<file path="src/rtl/uart_pkg.sv">
// Shared UART definitions: receiver state encoding and default frame geometry.
// Kept separate so a future uart_tx can reuse the same constants.
package uart_pkg;

  localparam int UART_OVERSAMPLE = 16;
  localparam int UART_DATA_BITS  = 8;

  typedef enum logic [2:0] {
    IDLE,
    START,
    DATA,
    PARITY,
    STOP,
    BREAK
  } rx_state_t;

endpackage

</file>
<file path="src/rtl/sync_2ff.sv">
// Two-flop synchronizer for a single asynchronous bit.
// The reset value is a parameter so an idle-high serial line synchronizes to 1 from reset.
module sync_2ff #(
  parameter logic RESET_VAL = 1'b0
) (
  input  logic clk_i,
  input  logic rst_ni,
  input  logic d_i,
  output logic q_o
);

  logic meta_q;
  logic sync_q;

  // Two back-to-back flops give the first stage a full cycle to resolve metastability.
  always_ff @(posedge clk_i or negedge rst_ni) begin
    if (!rst_ni) begin
      meta_q <= RESET_VAL;
      sync_q <= RESET_VAL;
    end else begin
      meta_q <= d_i;
      sync_q <= meta_q;
    end
  end

  assign q_o = sync_q;

endmodule

</file>
<file path="src/rtl/uart_rx.sv">
// UART receiver: start, DATA_BITS payload bits LSB first, optional odd parity, one stop bit.
// Every bit is sampled at its middle using the OVERSAMPLE x baud tick enable.
// Received bytes are offered through a one-entry valid/ready holding register.
// Build option: define UART_RX_PARITY_EN to add an odd-parity bit and the parity_err port.
module uart_rx
  import uart_pkg::*;
#(
  parameter int DATA_BITS  = UART_DATA_BITS,
  parameter int OVERSAMPLE = UART_OVERSAMPLE
) (
  input  logic                 CLK100MHZ,
  input  logic                 resetn,
  input  logic                 rx_tick,
  input  logic                 rx,
  output logic [DATA_BITS-1:0] rx_data,
  output logic                 rx_valid,
  input  logic                 rx_ready,
  output logic                 frame_err,
  output logic                 overrun,
`ifdef UART_RX_PARITY_EN
  output logic                 parity_err,
`endif
  output logic                 busy
);

  localparam int TW = $clog2(OVERSAMPLE);
  localparam int BW = $clog2(DATA_BITS);
  localparam logic [TW-1:0] MID_TICK  = TW'(OVERSAMPLE / 2 - 1);
  localparam logic [TW-1:0] LAST_TICK = TW'(OVERSAMPLE - 1);
  localparam logic [BW-1:0] LAST_BIT  = BW'(DATA_BITS - 1);

  logic                 rxs;
  rx_state_t            state_q, state_d;
  logic [TW-1:0]        tick_cnt_q, tick_cnt_d;
  logic [BW-1:0]        bit_cnt_q, bit_cnt_d;
  logic [DATA_BITS-1:0] shift_q, shift_d;
  logic                 frame_err_q, frame_err_d;
  logic                 deliver;
  logic [DATA_BITS-1:0] data_q;
  logic                 valid_q;
  logic                 overrun_q;
`ifdef UART_RX_PARITY_EN
  logic                 par_bit_q, par_bit_d;
  logic                 parity_err_q, parity_err_d;
  logic                 parity_ok;

  assign parity_ok = ^{shift_q, par_bit_q};
`endif

  sync_2ff #(
    .RESET_VAL(1'b1)
  ) u_rx_sync (
    .clk_i (CLK100MHZ),
    .rst_ni(resetn),
    .d_i   (rx),
    .q_o   (rxs)
  );

  // Frame FSM: counters only move on rx_tick, so a missing tick simply freezes the frame.
  always_comb begin
    state_d     = state_q;
    tick_cnt_d  = tick_cnt_q;
    bit_cnt_d   = bit_cnt_q;
    shift_d     = shift_q;
    frame_err_d = 1'b0;
    deliver     = 1'b0;
`ifdef UART_RX_PARITY_EN
    par_bit_d    = par_bit_q;
    parity_err_d = 1'b0;
`endif
    case (state_q)
      IDLE: begin
        if (!rxs) begin
          state_d    = START;
          tick_cnt_d = '0;
          bit_cnt_d  = '0;
        end
      end
      START: begin
        if (rx_tick) begin
          if (tick_cnt_q == MID_TICK) begin
            tick_cnt_d = '0;
            state_d    = rxs ? IDLE : DATA;
          end else begin
            tick_cnt_d = tick_cnt_q + 1'b1;
          end
        end
      end
      DATA: begin
        if (rx_tick) begin
          if (tick_cnt_q == LAST_TICK) begin
            tick_cnt_d = '0;
            shift_d    = {rxs, shift_q[DATA_BITS-1:1]};
            if (bit_cnt_q == LAST_BIT) begin
              bit_cnt_d = '0;
`ifdef UART_RX_PARITY_EN
              state_d   = PARITY;
`else
              state_d   = STOP;
`endif
            end else begin
              bit_cnt_d = bit_cnt_q + 1'b1;
            end
          end else begin
            tick_cnt_d = tick_cnt_q + 1'b1;
          end
        end
      end
`ifdef UART_RX_PARITY_EN
      PARITY: begin
        if (rx_tick) begin
          if (tick_cnt_q == LAST_TICK) begin
            tick_cnt_d = '0;
            par_bit_d  = rxs;
            state_d    = STOP;
          end else begin
            tick_cnt_d = tick_cnt_q + 1'b1;
          end
        end
      end
`endif
      STOP: begin
        if (rx_tick) begin
          if (tick_cnt_q == LAST_TICK) begin
            tick_cnt_d = '0;
`ifdef UART_RX_PARITY_EN
            parity_err_d = ~parity_ok;
            deliver      = rxs & parity_ok;
`else
            deliver      = rxs;
`endif
            if (rxs) begin
              state_d = IDLE;
            end else begin
              frame_err_d = 1'b1;
              state_d     = BREAK;
            end
          end else begin
            tick_cnt_d = tick_cnt_q + 1'b1;
          end
        end
      end
      BREAK: begin
        if (rxs) begin
          state_d = IDLE;
        end
      end
      default: begin
        state_d = IDLE;
      end
    endcase
  end

  // FSM, counter and shift register state; reset mid-frame drops back to IDLE.
  always_ff @(posedge CLK100MHZ or negedge resetn) begin
    if (!resetn) begin
      state_q     <= IDLE;
      tick_cnt_q  <= '0;
      bit_cnt_q   <= '0;
      shift_q     <= '0;
      frame_err_q <= 1'b0;
`ifdef UART_RX_PARITY_EN
      par_bit_q    <= 1'b0;
      parity_err_q <= 1'b0;
`endif
    end else begin
      state_q     <= state_d;
      tick_cnt_q  <= tick_cnt_d;
      bit_cnt_q   <= bit_cnt_d;
      shift_q     <= shift_d;
      frame_err_q <= frame_err_d;
`ifdef UART_RX_PARITY_EN
      par_bit_q    <= par_bit_d;
      parity_err_q <= parity_err_d;
`endif
    end
  end

  // Holding register: a consume in the same cycle as a delivery frees the slot without a gap.
  always_ff @(posedge CLK100MHZ or negedge resetn) begin
    if (!resetn) begin
      data_q    <= '0;
      valid_q   <= 1'b0;
      overrun_q <= 1'b0;
    end else begin
      overrun_q <= 1'b0;
      if (deliver) begin
        if (!valid_q || rx_ready) begin
          data_q  <= shift_q;
          valid_q <= 1'b1;
        end else begin
          overrun_q <= 1'b1;
        end
      end else if (valid_q && rx_ready) begin
        valid_q <= 1'b0;
      end
    end
  end

  assign rx_data   = data_q;
  assign rx_valid  = valid_q;
  assign frame_err = frame_err_q;
  assign overrun   = overrun_q;
  assign busy      = (state_q != IDLE);
`ifdef UART_RX_PARITY_EN
  assign parity_err = parity_err_q;
`endif

endmodule

</file>
<file path="config.mk">
export PLATFORM = sky130hd
export DESIGN_NAME = uart_rx
export DESIGN_NICKNAME = d
export VERILOG_FILES = /design/src/rtl/uart_pkg.sv /design/src/rtl/sync_2ff.sv /design/src/rtl/uart_rx.sv
export SDC_FILE = /design/constraint.sdc
export NUM_CORES = 1
export LEC_CHECK = 0
export CAP_MARGIN = 30
export CORE_MARGIN = 5
export CORE_UTILIZATION = 49
export DETAILED_ROUTE_END_ITERATION = 8
export GPL_ROUTABILITY_DRIVEN = 0
export PLACE_DENSITY = 0.74
export SYNTH_ARGS = -nofsm -noshare
export SYNTH_HDL_FRONTEND = slang
export SYNTH_SLANG_ARGS = --single-unit
</file>
<file path="constraint.sdc">
create_clock -name CLK100MHZ -period 1.7 [get_ports CLK100MHZ]
set_input_delay 0.255 -clock CLK100MHZ [delete_from_list [all_inputs] [get_ports CLK100MHZ]]
set_output_delay 0.255 -clock CLK100MHZ [all_outputs]
set_load 0.05 [all_outputs]
</file>
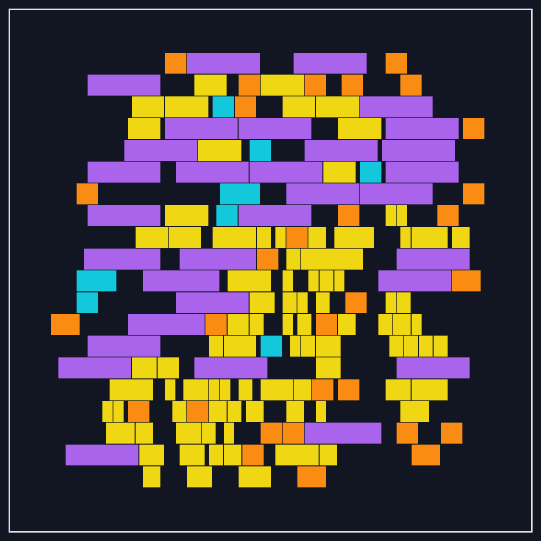
Fig. 1. Cell classes on the final placement.
(8 px per um)
Purple shows flip-flops, cells 31. Orange shows other buffers and delay cells, cells 30. Yellow shows all other logic, cells 89. Cyan shows clock drivers and dummy loads, cells 8.
proportion of cell area occupied by registers: 42.9%
final cell area excluding filler cells: 1820 um2

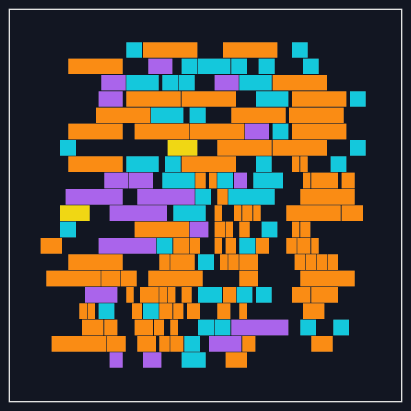
Fig. 2. Cell sizes after repair.
(6 px per um)
Cyan shows drive 3 to 4, cells 44, share 28%, most used buf_4. Purple shows drive 2, cells 18, share 11%, most used mux2_2. Orange shows drive 1 or less, cells 94, share 59%, most used dfrtp_1. Yellow shows drive 6 and up, cells 2, share 1.3%, most used clkbuf_8.
setup ws final: 74.4 ps
Non-clk bufs: 30

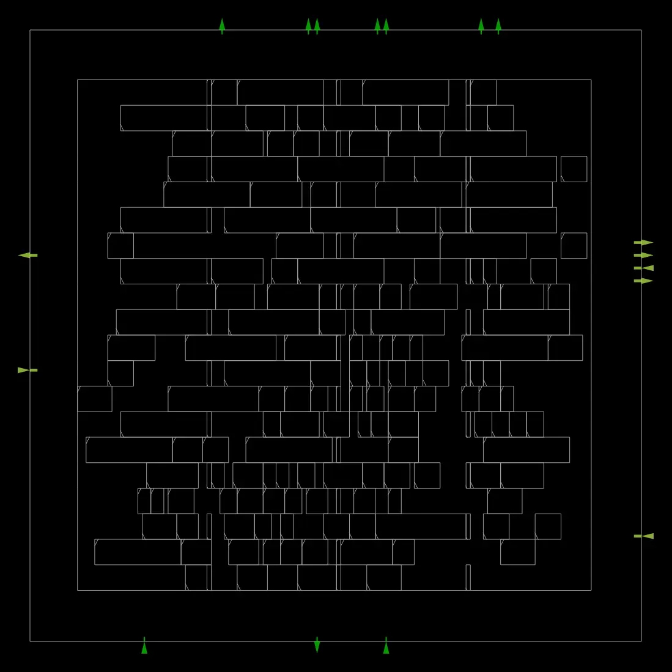
Fig. 3. Cell outlines without signal wires.
number of tapcells: 33
fillers: 249
area of the placeable core: 2980 um2
total number of sequential cells: 31
number of rows created at floorplan: 20

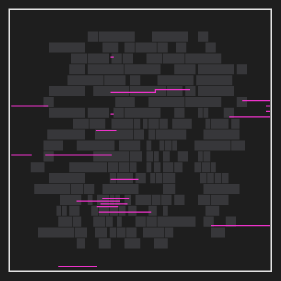
Fig. 4. Metal 3.
(4 px per um)
The wires run mostly horizontal. The layer holds 5.0% of the routed length. The layer carries 146 um of wire. 14 nets have wire on it. The longest straight run is 16.3 um.
GR Util met3: 4.62%
total via count after detailed routing: 1065
routed wire length: 2920 um

==> summary.txt <==
Implementation results

The run finished with clean final reports. The cell count after synthesis is 125. The violation count after the first detailed-routing iteration is 37. Yosys mapped a number of flops with a built-in enable equal to 0. The post-route netlist has 40.5% of its cells at a drive strength greater than 1. The number of setup buffers added after CTS is 2. The setup check on the worst reg-to-reg path leaves a slack of 80 ps. The met1 demand-to-capacity share in global routing is 18.8%. Prior to clock tree synthesis, the placed netlist has a worst setup slack of -186 ps. Measured along the y axis, the die boundary spans 65.1 um. Logic depth along the worst register-to-register path is recorded as 5. After layout the signal buffers, clock cells excluded, come to 12.9% of cell area. The number of nets produced by synthesis is 133. Adding up every negative setup slack in the final design gives 0 ps. Max fanout on the critical path was recorded as 8. Checking hold timing, the worst path is listed with class input pin to async pin. Sequential cells burn 45.2% of the power. The quantity of gates resized following cts is 3. Averaged over all synthesized cells, the footprint is 11.9 um2.

The capture instance of the worst register-to-register path is rx_data[5]$_DFFE_PN0P_. Combinational logic is responsible for 30.0% of the overall power. TritonRoute reported its final design rule violation total as 0. The reg-to-reg startpoint is tick_cnt_q[1]$_DFFE_PN0P_.

The power report lists the combinational group at 603 uW. Excluding fillers, the count of instances in the completed layout stands at 191. The synthesis run shows multiplexers occupying 14.0% of the cell area. The clock tree synthesis step divided the H-tree into 2 levels. The tree is rooted in a sky130_fd_sc_hd__clkbuf_4. The number of endpoints failing setup at the final stage is 0. The I/O pin count is 17. The switching power is 661 uW. On the final layout, the worst clock skew is 13.6 ps. The post-route met1 wirelength is 1280 um.

Wire segments on met3 add up to 145 um in the final route. The maximum VDD drop is 0.681 mV.
No activity file was given, so power comes from the tool's default toggle rates.
